File: src/rtl/lau_pkg.sv
// Shared arithmetic-unit definitions: FSM state encoding for the sequential divider.
package lau_pkg;

  typedef enum logic [1:0] {
    DIV_IDLE,
    DIV_CALC,
    DIV_FIX,
    DIV_DONE
  } div_state_e;

endpackage

File: src/rtl/div_rem_sgn_seq_if.sv
// Operand/result handshake bundle for the sequential signed divider.
interface div_rem_sgn_seq_if #(
  parameter int widthN = 16,
  parameter int widthD = 8
);

  logic              in_valid_i;
  logic              in_ready_o;
  logic [widthN-1:0] N_i;
  logic [widthD-1:0] D_i;
  logic              out_valid_o;
  logic              out_ready_i;
  logic [widthN-1:0] Q_o;
  logic [widthD-1:0] R_o;
  logic              dz_o;
  logic              ovf_o;

  modport master (
    output in_valid_i, N_i, D_i, out_ready_i,
    input  in_ready_o, out_valid_o, Q_o, R_o, dz_o, ovf_o
  );

  modport slave (
    input  in_valid_i, N_i, D_i, out_ready_i,
    output in_ready_o, out_valid_o, Q_o, R_o, dz_o, ovf_o
  );

endinterface

File: src/rtl/div_step_unsgn.sv
// One restoring-division step on magnitudes: shift in a dividend bit, trial-subtract |D|.
module div_step_unsgn #(
  parameter int widthD = 8
) (
  input  logic [widthD:0] rem_i,
  input  logic            bit_i,
  input  logic [widthD:0] dmag_i,
  output logic [widthD:0] rem_o,
  output logic            q_o
);

  logic [widthD+1:0] trial;
  logic [widthD:0]   diff;

  assign trial = {rem_i, bit_i};
  assign diff  = trial[widthD:0] - dmag_i;

  always_comb begin
    rem_o = trial[widthD:0];
    q_o   = 1'b0;
    if (trial >= {1'b0, dmag_i}) begin
      rem_o = diff;
      q_o   = 1'b1;
    end
  end

endmodule

File: src/rtl/div_rem_sgn_seq.sv
// Iterative signed divider, one quotient bit per cycle, truncating toward zero.
module div_rem_sgn_seq
  import lau_pkg::*;
#(
  parameter int widthN = 16,
  parameter int widthD = 8
) (
  input  logic clk_i,
  input  logic rst_i,
  div_rem_sgn_seq_if.slave bus_io
);

  localparam int CW = (widthN > 1) ? $clog2(widthN) : 1;

  div_state_e        state_q;
  logic [CW-1:0]     cnt_q;
  logic [widthN-1:0] qn_q;
  logic [widthD:0]   rem_q;
  logic [widthD:0]   dmag_q;
  logic [widthD-1:0] nlow_q;
  logic              sn_q, sd_q, dz_pend_q, ovf_pend_q;
  logic [widthN-1:0] q_q;
  logic [widthD-1:0] r_q;
  logic              dz_q, ovf_q;

  logic [widthN-1:0] nmag;
  logic [widthD:0]   d_ext, dmag;
  logic [widthD:0]   rem_d;
  logic              qbit_d;
  logic [widthN-1:0] q_fix;
  logic [widthD-1:0] r_fix;
  logic              is_min_n, is_m1_d;

  // |N| fits in widthN unsigned bits, including |-2^(widthN-1)| = 2^(widthN-1)
  assign nmag  = bus_io.N_i[widthN-1] ? (~bus_io.N_i + 1'b1) : bus_io.N_i;
  assign d_ext = {bus_io.D_i[widthD-1], bus_io.D_i};
  assign dmag  = bus_io.D_i[widthD-1] ? (~d_ext + 1'b1) : d_ext;

  assign is_min_n = (bus_io.N_i == {1'b1, {(widthN-1){1'b0}}});
  assign is_m1_d  = (bus_io.D_i == {widthD{1'b1}});

  div_step_unsgn #(.widthD(widthD)) u_step (
    .rem_i  (rem_q),
    .bit_i  (qn_q[widthN-1]),
    .dmag_i (dmag_q),
    .rem_o  (rem_d),
    .q_o    (qbit_d)
  );

  assign q_fix = (sn_q ^ sd_q) ? (~qn_q + 1'b1) : qn_q;
  assign r_fix = sn_q ? (~rem_q[widthD-1:0] + 1'b1) : rem_q[widthD-1:0];

  always_ff @(posedge clk_i or posedge rst_i) begin
    if (rst_i) begin
      state_q    <= DIV_IDLE;
      cnt_q      <= '0;
      qn_q       <= '0;
      rem_q      <= '0;
      dmag_q     <= '0;
      nlow_q     <= '0;
      sn_q       <= 1'b0;
      sd_q       <= 1'b0;
      dz_pend_q  <= 1'b0;
      ovf_pend_q <= 1'b0;
      q_q        <= '0;
      r_q        <= '0;
      dz_q       <= 1'b0;
      ovf_q      <= 1'b0;
    end else begin
      case (state_q)
        DIV_IDLE: begin
          if (bus_io.in_valid_i) begin
            qn_q       <= nmag;
            rem_q      <= '0;
            dmag_q     <= dmag;
            nlow_q     <= bus_io.N_i[widthD-1:0];
            sn_q       <= bus_io.N_i[widthN-1];
            sd_q       <= bus_io.D_i[widthD-1];
            dz_pend_q  <= (bus_io.D_i == '0);
            ovf_pend_q <= is_min_n && is_m1_d;
            dz_q       <= 1'b0;
            ovf_q      <= 1'b0;
            cnt_q      <= CW'(widthN - 1);
            state_q    <= DIV_CALC;
          end
        end
        DIV_CALC: begin
          // quotient bits shift in behind the dividend bits being consumed
          rem_q <= rem_d;
          qn_q  <= {qn_q[widthN-2:0], qbit_d};
          if (cnt_q == '0) begin
            state_q <= DIV_FIX;
          end else begin
            cnt_q <= cnt_q - 1'b1;
          end
        end
        DIV_FIX: begin
          if (dz_pend_q) begin
            q_q  <= '1;
            r_q  <= nlow_q;
            dz_q <= 1'b1;
          end else if (ovf_pend_q) begin
            q_q   <= {1'b1, {(widthN-1){1'b0}}};
            r_q   <= '0;
            ovf_q <= 1'b1;
          end else begin
            q_q <= q_fix;
            r_q <= r_fix;
          end
          state_q <= DIV_DONE;
        end
        DIV_DONE: begin
          if (bus_io.out_ready_i) begin
            state_q <= DIV_IDLE;
          end
        end
        default: state_q <= DIV_IDLE;
      endcase
    end
  end

  assign bus_io.in_ready_o  = (state_q == DIV_IDLE);
  assign bus_io.out_valid_o = (state_q == DIV_DONE);
  assign bus_io.Q_o         = q_q;
  assign bus_io.R_o         = r_q;
  assign bus_io.dz_o        = dz_q;
  assign bus_io.ovf_o       = ovf_q;

endmodule

File: src/flat_wrapper.sv
// flat-port wrapper written by rule: the top's interface ports become plain ports
module div_rem_sgn_seq_flat import lau_pkg::*;
#(
  parameter int widthN = 16,
  parameter int widthD = 8
)
  (clk_i, rst_i, bus_io_in_valid_i, bus_io_N_i, bus_io_D_i, bus_io_out_ready_i, bus_io_in_ready_o, bus_io_out_valid_o, bus_io_Q_o, bus_io_R_o, bus_io_dz_o, bus_io_ovf_o);
  div_rem_sgn_seq_if #(.widthN(widthN), .widthD(widthD)) bus_io_i ();
  input  logic clk_i;
  input  logic rst_i;
  input wire logic [$bits(bus_io_i.in_valid_i)-1:0] bus_io_in_valid_i;
  input wire logic [$bits(bus_io_i.N_i)-1:0] bus_io_N_i;
  input wire logic [$bits(bus_io_i.D_i)-1:0] bus_io_D_i;
  input wire logic [$bits(bus_io_i.out_ready_i)-1:0] bus_io_out_ready_i;
  output wire logic [$bits(bus_io_i.in_ready_o)-1:0] bus_io_in_ready_o;
  output wire logic [$bits(bus_io_i.out_valid_o)-1:0] bus_io_out_valid_o;
  output wire logic [$bits(bus_io_i.Q_o)-1:0] bus_io_Q_o;
  output wire logic [$bits(bus_io_i.R_o)-1:0] bus_io_R_o;
  output wire logic [$bits(bus_io_i.dz_o)-1:0] bus_io_dz_o;
  output wire logic [$bits(bus_io_i.ovf_o)-1:0] bus_io_ovf_o;
  assign bus_io_i.in_valid_i = bus_io_in_valid_i;
  assign bus_io_i.N_i = bus_io_N_i;
  assign bus_io_i.D_i = bus_io_D_i;
  assign bus_io_i.out_ready_i = bus_io_out_ready_i;
  assign bus_io_in_ready_o = bus_io_i.in_ready_o;
  assign bus_io_out_valid_o = bus_io_i.out_valid_o;
  assign bus_io_Q_o = bus_io_i.Q_o;
  assign bus_io_R_o = bus_io_i.R_o;
  assign bus_io_dz_o = bus_io_i.dz_o;
  assign bus_io_ovf_o = bus_io_i.ovf_o;
  div_rem_sgn_seq #(.widthN(widthN), .widthD(widthD)) u_core (.clk_i(clk_i), .rst_i(rst_i), .bus_io(bus_io_i));
endmodule
File: config.mk
export PLATFORM = sky130hd
export DESIGN_NAME = div_rem_sgn_seq_flat
export DESIGN_NICKNAME = d
export VERILOG_FILES = /design/src/rtl/lau_pkg.sv /design/src/rtl/div_rem_sgn_seq_if.sv /design/src/rtl/div_step_unsgn.sv /design/src/rtl/div_rem_sgn_seq.sv /design/src/flat_wrapper.sv
export SDC_FILE = /design/constraint.sdc
export NUM_CORES = 1
export LEC_CHECK = 0
export CORE_MARGIN = 3
export CORE_UTILIZATION = 41
export CTS_BUF_LIST = sky130_fd_sc_hd__clkbuf_8
export CTS_CLUSTER_DIAMETER = 80
export DETAILED_ROUTE_END_ITERATION = 8
export DONT_BUFFER_PORTS = 1
export PLACE_DENSITY = 0.67
export SYNTH_ARGS = -nofsm -noshare
export SYNTH_HDL_FRONTEND = slang
export SYNTH_SLANG_ARGS = --single-unit
File: constraint.sdc
create_clock -name clk_i -period 5 [get_ports clk_i]
set_input_delay 0.75 -clock clk_i [delete_from_list [all_inputs] [get_ports clk_i]]
set_output_delay 0.75 -clock clk_i [all_outputs]
set_load 0.03 [all_outputs]
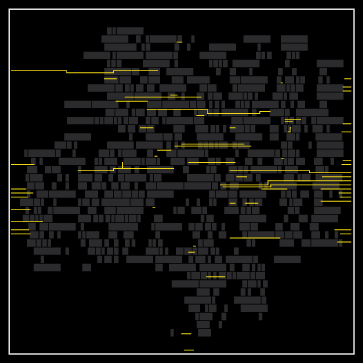
**Above:** met3 routing.
Scale: 3 px per um. Cells faint in the background.
- wire length on this layer: 555 um
- nets with wire on the layer: 43
- main direction: horizontal
- longest straight run: 27.6 um
met3 usage: 4.60%
Routed WL: 11.0 mm

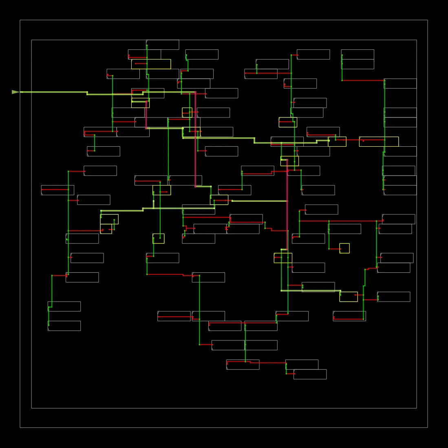
**Above:** the clock network.
clock latency on the worst-skew pair: 0.36 ns
Num Clock Sinks: 78
Clock Skew: 0.0156 ns
clk_buf instances: 10

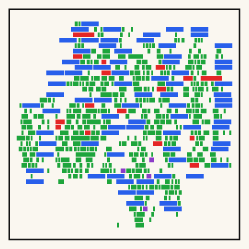
**Above:** cell classes on the final placement.
Scale: 2 px per um.
- sequential cells: blue (cells 78; share of their area 39%)
- remaining buffers and delay cells: purple (cells 4; share of their area 0.60%)
- remaining logic cells: green (cells 430; share of their area 56%)
- clock drivers and dummy loads: red (cells 16; share of their area 4.6%)
Core Box Area: 0.0112 mm^2
row cnt: 38

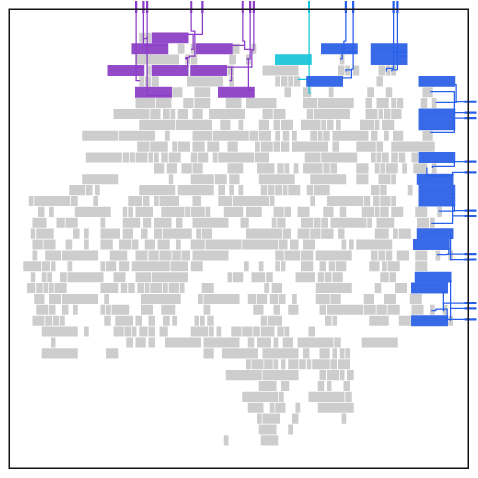
**Above:** I/O nets highlighted.
Scale: 4 px per um.
- bus_io_ovf_o: cyan (bits 1; direction output; end cells 1; buffers 0; wire 24.5 um)
- bus_io_R_o: purple (bits 8; direction output; end cells 8; buffers 0; wire 157 um)
- bus_io_Q_o: blue (bits 16; direction output; end cells 16; buffers 0; wire 215 um)
IO buf count: 0
Top Ports: 56

## cells by family after synthesis
| logic type | synth area share [%] |
|---|---|
| and+or+nand+nor | 16.1 |
| AOI/OAI and AO/OA | 21.3 |
| DFF | 40.5 |
| xor gates and xnor gates | 7.27 |
| adders and majority gates | 5.35 |
| muxes | 4.42 |
| buffers and inverters | 5.12 |
## critical path: stages (launching register included)
cell and delay (ns):
dfrtp_1 0.40, inv_1 0.14, ha_1 0.19, inv_1 0.05
fa_1 0.39, a21o_1 0.21, a221oi_4 0.38, a32oi_4 0.29
mux2i_1 0.18, a22o_1 0.21
## cells in the mapped netlist, types with 7 or more instances
master | number | area share [%]
mux2i_1 | 10 | 2.1
a22oi_1 | 10 | 1.6
mux2_2 | 10 | 2.3
clkbuf_1 | 22 | 1.7
a21oi_1 | 50 | 5.2
xnor2_1 | 22 | 4.0
nor2_1 | 42 | 3.3
nor3_1 | 10 | 1.0
nand3_1 | 11 | 1.1
dfrtp_1 | 78 | 41
ha_1 | 19 | 4.9
o221ai_1 | 7 | 1.3
o21ai_0 | 36 | 3.7
nand2_1 | 53 | 4.1
xor2_1 | 18 | 3.3
o31ai_1 | 10 | 1.6
inv_1 | 37 | 2.9
## where the power goes
group	internal [mW]	leakage (nW)	switching (mW)	total, mW
Clock	0.297	0.109	0.246	0.543
Sequential	0.905	0.942	0.462	1.37
Combinational	0.779	1.10	1.02	1.80
Total	1.98	2.15	1.73	3.71
## worst max-delay path by stage
stage	startpoint	end	slack [ns]	depth (start not counted)
6_report	u_core.qn_q[15]	u_core.rem_q[0]	2.45	9
5_1_grt	u_core.qn_q[15]	u_core.rem_q[0]	2.25	9
4_1_cts	u_core.state_q[0]	u_core.rem_q[8]	2.43	7
3_5_place_dp	u_core.qn_q[15]	u_core.rem_q[0]	2.44	9
3_3_place_gp	u_core.qn_q[15]	u_core.rem_q[0]	2.54	9
2_1_floorplan	rst_i	u_core.bus_io.Q_o[0]	2.25	1
## layout by cell type (no fill, tap or decap), types with 3 or more instances in the layout
master	n
o21a_1	5
nor2_1	42
nand3b_1	5
o21ai_1	5
nand4_1	4
dfrtp_1	78
o221ai_1	7
xnor2_1	22
nor3b_1	3
ha_1	19
a31oi_1	4
a22oi_1	10
nor4_1	4
or3_1	3
nor2b_1	4
nor3_1	10
inv_1	36
mux2i_1	10
o21ai_0	36
mux2_2	10
o211ai_1	4
buf_4	4
nand2_1	53
nand3_1	11
clkbuf_8	10
a21o_1	3
a21oi_1	50
o31ai_1	10
xor2_1	18
or4_1	3
## registers in the layout, summed over array words and instances (netlist names), 2 cells and up
signal             flops
u_core.bus_io.Q_o     16
u_core.qn_q           16
u_core.dmag_q          9
u_core.rem_q           9
u_core.bus_io.R_o      8
u_core.nlow_q          8
u_core.cnt_q           4
u_core.state_q         2
## layout make-up
cell class                      instances  area (um^2)  share of cell area, %
Multi-Input combinational cell        393         2620                   50.9
Sequential cell                        78         1950                   37.9
Tap cell                              140          175                   3.40
Inverter                               37          139                   2.70
Clock buffer                           10          138                   2.67
Clock inverter                          6         92.6                   1.80
Timing Repair Buffer                    4         30.0                  0.583
==> results.cfg <==
; generated from flow reports
[placed_design]
place_congestion = 0.852
place_area_mm2 = 0.00492
place_inst = 652
post-place-ws_ns = 2.44
hpwlAfterDp_mm = 8.37

[setup_path]
crit_path_max_fanout = 14
reg2reg_setup_slack_ns = 2.45
reg2reg_from = u_core.qn_q[15]
criticalPathCategory = reg -> reg
worstReg2RegEnd = u_core.rem_q[0]
critPathArrivalTime_ns = 2.82
start_kind = register
critPathCaptureType = register
worstPathRequired_ns = 5.26
r2r_cells = 9

[layout]
antenna_cells = 0
drive_gt1_share_pct = 8.14
stdcell_count = 668
area.growth.synth_to_final_pct = 6.88
post-route-cell-area_mm2 = 0.00515
final_util_pct = 46.1
nFillCells = 1090
final_nets = 571

[final_timing]
finalHoldWorstSlack_ns = 0.406
tns_ns = 0
timing.final.ws_setup_ns = 2.45
worst_pin_slew_ns = 1.03
finalSetupViolCount = 0
period_used_pct = 51.0
hold_violations = 0
rsz0062_at_grt = no
fmax_ghz = 0.392
maxSlewHeadroom_pct = 31.5
post-route-min-period_ns = 2.55
drv_slew = 0

[route]
highest_layer = met4
wl_met3_um = 554
met1_length_mm = 4.82
drtPass1Iterations = 5
wl_met2_mm = 5.49
drc = 0
vias = 3793
post_drt_via_cell_ratio = 5.68
drt_iter0_markers = 248
wire_per_inst_um = 16.5
postRouteAntennaNets = 0

[clock_tree]
cts_tree = done
hold_buffers = 0
clockBufferDepth = 2
cts_setup_buffers = 0
cts_max_level = 3
cts.repair.resized = 0
numCtsBuffers = 9
root_buffer = clkbuf_8

[power]
power_mw = 3.71
ir_drop_v = 0.000442
p_per_area_mw_per_mm2 = 721
p_leak_nw = 2.15

[run]
maxCapViolCount = 0
warnings = 30

[global_route]
grt_pass1_wl_mm = 19.0
gr-usage-met2_pct = 30.0
grt_pass1_vias = 3870
met1_usage_pct = 22.8
busiest_layer = met2
grt_max_degree = 43
grt_overflow = 0
antenna_found_initial = 0

[synthesis]
yosysSeqAreaShare_pct = 40.5
syn_nets = 582
avgSynthCellArea_um2 = 9.02
synth-async-reset-ratio_pct = 100
synthFlopType = dfrtp_1
postSynthCellCount = 534
synth_area_mm2 = 0.00482
synth_cell_type_count = 64
yosys_warnings = 0
yosys_cells = 534
ys.flops = 78
synth-edff-count = 0
yosys_area_mm2 = 0.00482

[floorplan]
dieWidth_um = 114
die-area_mm2 = 0.0131
die_h_um = 114
floorplanUtilization_pct = 43.1

[run_status]
status = finished, final reports clean

[hold_path]
worstHoldPathType = in -> async
Power is estimated from default activity; no workload was simulated.
